### src/rtl/opb_loopback_fifo.sv
// rtl/opb_loopback_fifo.sv - OPB slave with ID/CTRL/STATUS/ACNT registers and a 32-bit loopback FIFO
module opb_loopback_fifo #(
    parameter logic [31:0] BASE_ADDR       = 32'h0000_0100,
    parameter int          FIFO_DEPTH_LOG2 = 4,
    parameter logic [31:0] ID_VALUE        = 32'h4F50_4246
) (
    input  logic        OPB_CLK,
    input  logic        OPB_RST,
    input  logic [31:0] OPB_ADDR,
    input  logic [31:0] OPB_DI,
    input  logic        OPB_RE,
    input  logic        OPB_WE,
    output logic [31:0] OPB_DO,
    output logic        FIFO_IRQ
);

    localparam int AW    = FIFO_DEPTH_LOG2;
    localparam int CW    = FIFO_DEPTH_LOG2 + 1;
    localparam int DEPTH = 2 ** FIFO_DEPTH_LOG2;

    localparam logic [2:0] REG_ID     = 3'd0;
    localparam logic [2:0] REG_CTRL   = 3'd1;
    localparam logic [2:0] REG_STATUS = 3'd2;
    localparam logic [2:0] REG_DATA   = 3'd3;
    localparam logic [2:0] REG_ACNT   = 3'd4;

    logic          re_q, we_q;
    logic [31:2]   addr_q;
    logic [31:0]   data_q;
    logic [AW-1:0] rp, wp;
    logic [CW-1:0] count;
    logic          overflow, underflow;
    logic [15:0]   acnt;
    logic [31:0]   mem [DEPTH];

    logic        unused_addr_lsb;
    logic        fifo_empty, fifo_full;
    logic        rd_end, wr_end, q_hit, push, pop;
    logic [2:0]  q_reg;
    logic [31:0] status_word;

    assign unused_addr_lsb = ^OPB_ADDR[1:0];

    assign fifo_empty = (count == '0);
    assign fifo_full  = (count == CW'(DEPTH));

    // End of access: strobe has dropped while its delayed copy is still high
    assign rd_end = re_q && !OPB_RE;
    assign wr_end = we_q && !OPB_WE;
    assign q_hit  = (addr_q[31:5] == BASE_ADDR[31:5]);
    assign q_reg  = addr_q[4:2];
    assign push   = wr_end && q_hit && (q_reg == REG_DATA) && !fifo_full;
    assign pop    = rd_end && q_hit && (q_reg == REG_DATA) && !fifo_empty;

    always_comb begin
        status_word         = '0;
        status_word[0]      = fifo_empty;
        status_word[1]      = fifo_full;
        status_word[2]      = overflow;
        status_word[3]      = underflow;
        status_word[8 +: CW] = count;
    end

    always_comb begin
        OPB_DO = '0;
        if (OPB_RE && !OPB_WE && (OPB_ADDR[31:5] == BASE_ADDR[31:5])) begin
            case (OPB_ADDR[4:2])
                REG_ID:     OPB_DO = ID_VALUE;
                REG_STATUS: OPB_DO = status_word;
                REG_DATA:   OPB_DO = fifo_empty ? 32'h0 : mem[rp];
                REG_ACNT:   OPB_DO = {16'h0, acnt};
                default:    OPB_DO = '0;
            endcase
        end
    end

    always_ff @(posedge OPB_CLK) begin
        if (OPB_RST) begin
            re_q      <= 1'b0;
            we_q      <= 1'b0;
            addr_q    <= '0;
            data_q    <= '0;
            rp        <= '0;
            wp        <= '0;
            count     <= '0;
            overflow  <= 1'b0;
            underflow <= 1'b0;
            acnt      <= '0;
            FIFO_IRQ  <= 1'b0;
        end else begin
            // Simultaneous strobes are illegal and never arm an end of access
            re_q     <= OPB_RE && !OPB_WE;
            we_q     <= OPB_WE && !OPB_RE;
            FIFO_IRQ <= (count != '0);
            if (OPB_RE || OPB_WE)
                addr_q <= OPB_ADDR[31:2];
            if (OPB_WE)
                data_q <= OPB_DI;

            if ((rd_end || wr_end) && q_hit)
                acnt <= acnt + 16'd1;

            if (wr_end && q_hit) begin
                case (q_reg)
                    REG_CTRL: begin
                        if (data_q[0]) begin
                            rp    <= '0;
                            wp    <= '0;
                            count <= '0;
                        end
                    end
                    REG_STATUS: begin
                        if (data_q[2]) overflow  <= 1'b0;
                        if (data_q[3]) underflow <= 1'b0;
                    end
                    REG_DATA: begin
                        if (fifo_full) begin
                            overflow <= 1'b1;
                        end else begin
                            wp    <= wp + 1'b1;
                            count <= count + 1'b1;
                        end
                    end
                    default: ;
                endcase
            end

            if (rd_end && q_hit && (q_reg == REG_DATA)) begin
                if (fifo_empty) begin
                    underflow <= 1'b1;
                end else begin
                    rp    <= rp + 1'b1;
                    count <= count - 1'b1;
                end
            end
        end
    end

    always_ff @(posedge OPB_CLK) begin
        if (!OPB_RST && push)
            mem[wp] <= data_q;
    end

    // pop is folded into the rp/count update above; kept as a named term for readability
    logic unused_pop;
    assign unused_pop = pop;

endmodule

### config.mk
export PLATFORM = sky130hd
export DESIGN_NAME = opb_loopback_fifo
export DESIGN_NICKNAME = d
export VERILOG_FILES = /design/src/rtl/opb_loopback_fifo.sv
export SDC_FILE = /design/constraint.sdc
export NUM_CORES = 1
export LEC_CHECK = 0
export CORE_MARGIN = 10
export CORE_UTILIZATION = 54
export CTS_CLUSTER_SIZE = 10
export DETAILED_ROUTE_END_ITERATION = 10
export MAX_ROUTING_LAYER = met4
export PLACE_DENSITY = 0.72
export SETUP_SLACK_MARGIN = 0.05
export SLEW_MARGIN = 20
export SYNTH_ARGS = -nofsm -noshare
export SYNTH_HDL_FRONTEND = slang
export SYNTH_SLANG_ARGS = --single-unit
### constraint.sdc
create_clock -name OPB_CLK -period 6 [get_ports OPB_CLK]
set_input_delay 0.9 -clock OPB_CLK [delete_from_list [all_inputs] [get_ports OPB_CLK]]
set_output_delay 0.9 -clock OPB_CLK [all_outputs]
set_load 0.03 [all_outputs]
Figure 1. Ports around the boundary (run 1).
Pins as bars across the die edge, other pins in gray.
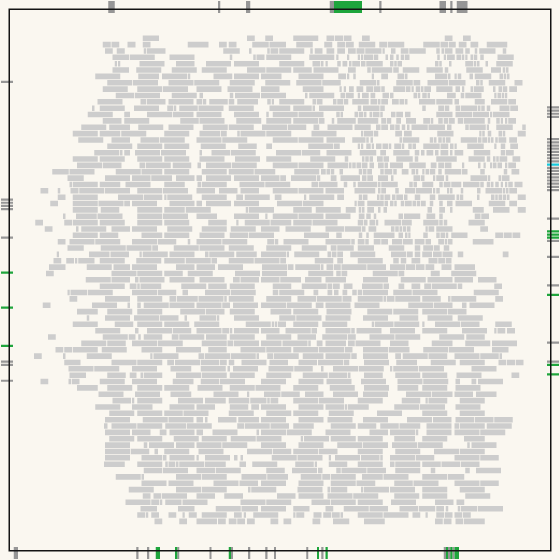
OPB_WE: drawn in cyan, pins 1, direction input, edge east. OPB_DO: drawn in green, pins 32, direction output, edge 13 north, 10 south, 6 east, 3 west.
IO buf count: 98
die height: 231.1 um
Die Width: 231.1 um

Figure 2. Cell outlines without signal wires (run 1).
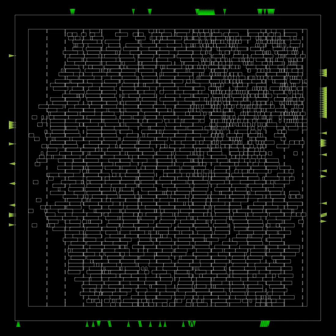
Fillers: 3,094
Seq/total area: 0.6183
Core ar.: 44,120 um2
FP Rows: 77
fin cells: 2,151

==> impl_metrics.csv, run 1 <==
group,metric,value,unit
final_timing,hold-worst-slack,450.7,ps
die,fp_util,0.5451,
setup_path,end_kind,"primary output",
run_status,status,"complete, no violations",
yosys,edf_count,512,
setup_path,crit_path_end,"OPB_DO[1]",
layout,sh_comb_area,0.2316,
setup_path,reg2reg_setup_slack,1820,ps
final_timing,drv_slew,0,
die,chip_area,53380,um2
global_route,grt_first_pass_wirelength,84.41,mm
setup_path,cp_top_family,"buffers and inverters",
layout,final_core_utilization,0.6343,
die,io_pins,101,
place,dpl_cell_area,25850,um2
yosys,xor_share,0.004370,
yosys,yosysTopAreaCellShare,0.6392,
clocking,htreeDepth,3,
layout,nClkBuffers,125,
final_timing,fin_ws,1051,ps
global_route,gr-usage-all-layers,0.2152,
power,clock_power_share,0.451,
route,drt_iter0_drc,1219,
final_timing,setup-violations-final,0,
setup_path,cp.buffers_inverters,4,
yosys,async_reset_ff_frac,0,
yosys,ys.warnings.count,0,
yosys,yosysUniqueCellTypes,65,
layout,final_area,27990,um2
layout,regMostFlops,"mem",
setup_path,worstReg2RegEnd,"mem[4][27]",
layout,final_common_cell,"edfxtp_1",
clocking,clock_latency,590,ps
global_route,use_met2,0.3333,
yosys,synth.comb.largest_family,"multiplexers",
setup_path,crit_chain,"clkdlybuf4s50_1, nor2b_1, buf_4, and3_1, buf_4, nand2_1, o32ai_1, clkdlybuf4s50_1",
worst_hold_path,whs_endpoint,"addr_q[27]",
route,wl_met1,22.84,mm
Figure 3. Metal 3 (run 1).
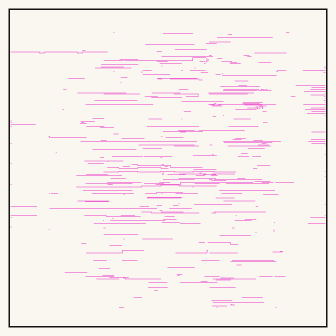
The layer holds 8.1% of the routed length. The longest straight run is 84.9 um. The wires run mostly horizontal. The layer carries 4,550 um of wire. 156 nets have wire on it.
Routed WL: 55.91 mm
Via Count: 13.33k
M3 GR Usage: 0.03653

==> run 2, diff against run 1 <==
==> constraint.sdc (replaced) <==
create_clock -name OPB_CLK -period 4.7 [get_ports OPB_CLK]
set_input_delay 0.705 -clock OPB_CLK [delete_from_list [all_inputs] [get_ports OPB_CLK]]
set_output_delay 0.705 -clock OPB_CLK [all_outputs]
set_load 0.03 [all_outputs]
Figure 4. Cell outlines without signal wires (run 2).
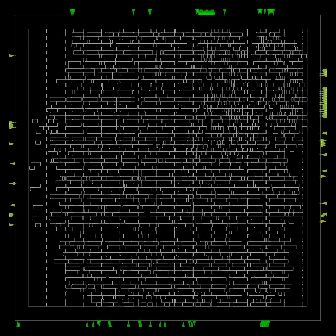
fin cells: 2,160
seq_cells: 608
Tapcells: 592
final core utilization: 0.6386
Seq/total area: 0.6141

==> run 2 against run 1 <==
Critical path depth stayed put; largest cell class unchanged; critical endpoint is now OPB_DO[20]; power grew 26%; sequential power increased by 28%; utilization up 0.44 points.
==> impl_metrics.csv, run 2 <==
group,metric,value,unit
final_timing,drv_slew,0,
die,die_w,231.1,um
global_route,gr-usage-met3,0.03860,
global_route,use_met2,0.3509,
setup_path,end_kind,"primary output",
route,vias,13360,
run_status,status,"complete, no violations",
yosys,synth.comb.largest_family,"multiplexers",
yosys,ys.warnings.count,0,
route,drt_iter0_drc,1218,
layout,final_common_cell,"edfxtp_1",
die,fp.dieH,231.1,um
power,clock_power_share,0.445,
global_route,gr-usage-all-layers,0.2196,
layout,final_area,28180,um2
layout,sh_comb_area,0.2300,
die,io_pins,101,
global_route,grt_first_pass_wirelength,85.55,mm
route,wl_met1,23.02,mm
route,routed_wl,56.99,mm
die,fp_util,0.5451,
die,chip_area,53380,um2
final_timing,hold-worst-slack,450.2,ps
die,rows,77,
layout,regMostFlops,"mem",
yosys,yosysUniqueCellTypes,65,
worst_hold_path,whs_endpoint,"addr_q[8]",
yosys,xor_share,0.004370,
final_timing,setup-violations-final,0,
place,dpl_cell_area,26100,um2
die,core-area,44120,um2
setup_path,worstReg2RegEnd,"mem[9][21]",
setup_path,crit_path_end,"OPB_DO[20]",
setup_path,cp_top_family,"simple AND/OR/NAND/NOR gates",
==> run 3, diff against run 2 <==
--- a/config.mk
+++ b/config.mk
@@ -5,7 +5,6 @@
 export SDC_FILE = /design/constraint.sdc
 export NUM_CORES = 1
 export LEC_CHECK = 0
-export CORE_MARGIN = 10
 export CORE_UTILIZATION = 54
 export CTS_CLUSTER_SIZE = 10
 export DETAILED_ROUTE_END_ITERATION = 10
Figure 5. Metal 3 (run 3).
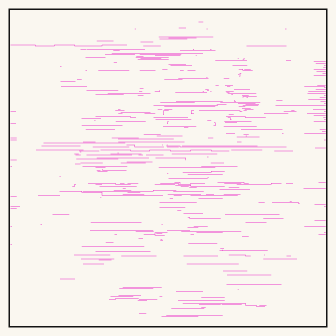
The longest straight run is 71.8 um. The layer holds 8.2% of the routed length. The layer carries 4,570 um of wire. The wires run mostly horizontal. 178 nets have wire on it.
Routed WL: 55.68 mm
M3 GR Usage: 0.04530
Via Count: 13.54k

==> run 3 against run 2 <==
Power shrank 0.71%; setup slack got worse by 280 ps; clock skew decreased by 4.7 ps; non-clock buffer count increased by 9; register-to-register slack improved by 50 ps; sequential power barely moved; synthesized cell count unchanged.
==> impl_metrics.csv, run 3 <==
group,metric,value,unit
final_timing,drv_slew,0,
final_timing,fin_ws,286.5,ps
final_timing,hold-worst-slack,451.7,ps
place,port_buffers,98,
clocking,clock_latency,580,ps
setup_path,cp_top_family,"simple AND/OR/NAND/NOR gates",
global_route,gr-usage-all-layers,0.2607,
layout,fillers,2980,
setup_path,worstReg2RegEnd,"mem[7][0]",
layout,final_area,28170,um2
setup_path,crit_path_end,"OPB_DO[20]",
layout,regMostFlops,"mem",
route,wl_met1,22.49,mm
die,fp.dieH,213.1,um
yosys,ys.warnings.count,0,
final_timing,setup-violations-final,0,
run_status,status,"complete, no violations",
setup_path,reg2reg_setup_slack,1120,ps
power,clock_power_share,0.441,
clocking,htreeDepth,3,
layout,sh_comb_area,0.2301,
yosys,yosysTopAreaCellShare,0.6392,
worst_hold_path,whs_endpoint,"addr_q[8]",
yosys,yosysUniqueCellTypes,65,
global_route,grt_first_pass_wirelength,83.05,mm
route,drt_iter0_drc,1387,
die,rows,76,
die,core-area,43460,um2
die,taps,585,
layout,sh_seq_area,0.6142,
die,die_w,213.1,um
die,io_pins,101,
layout,nFlopsAndLatches,608,
place,dpl_cell_area,26150,um2
layout,nClkBuffers,118,
Power figures rest on the tool's default switching activity, not on a simulated workload.
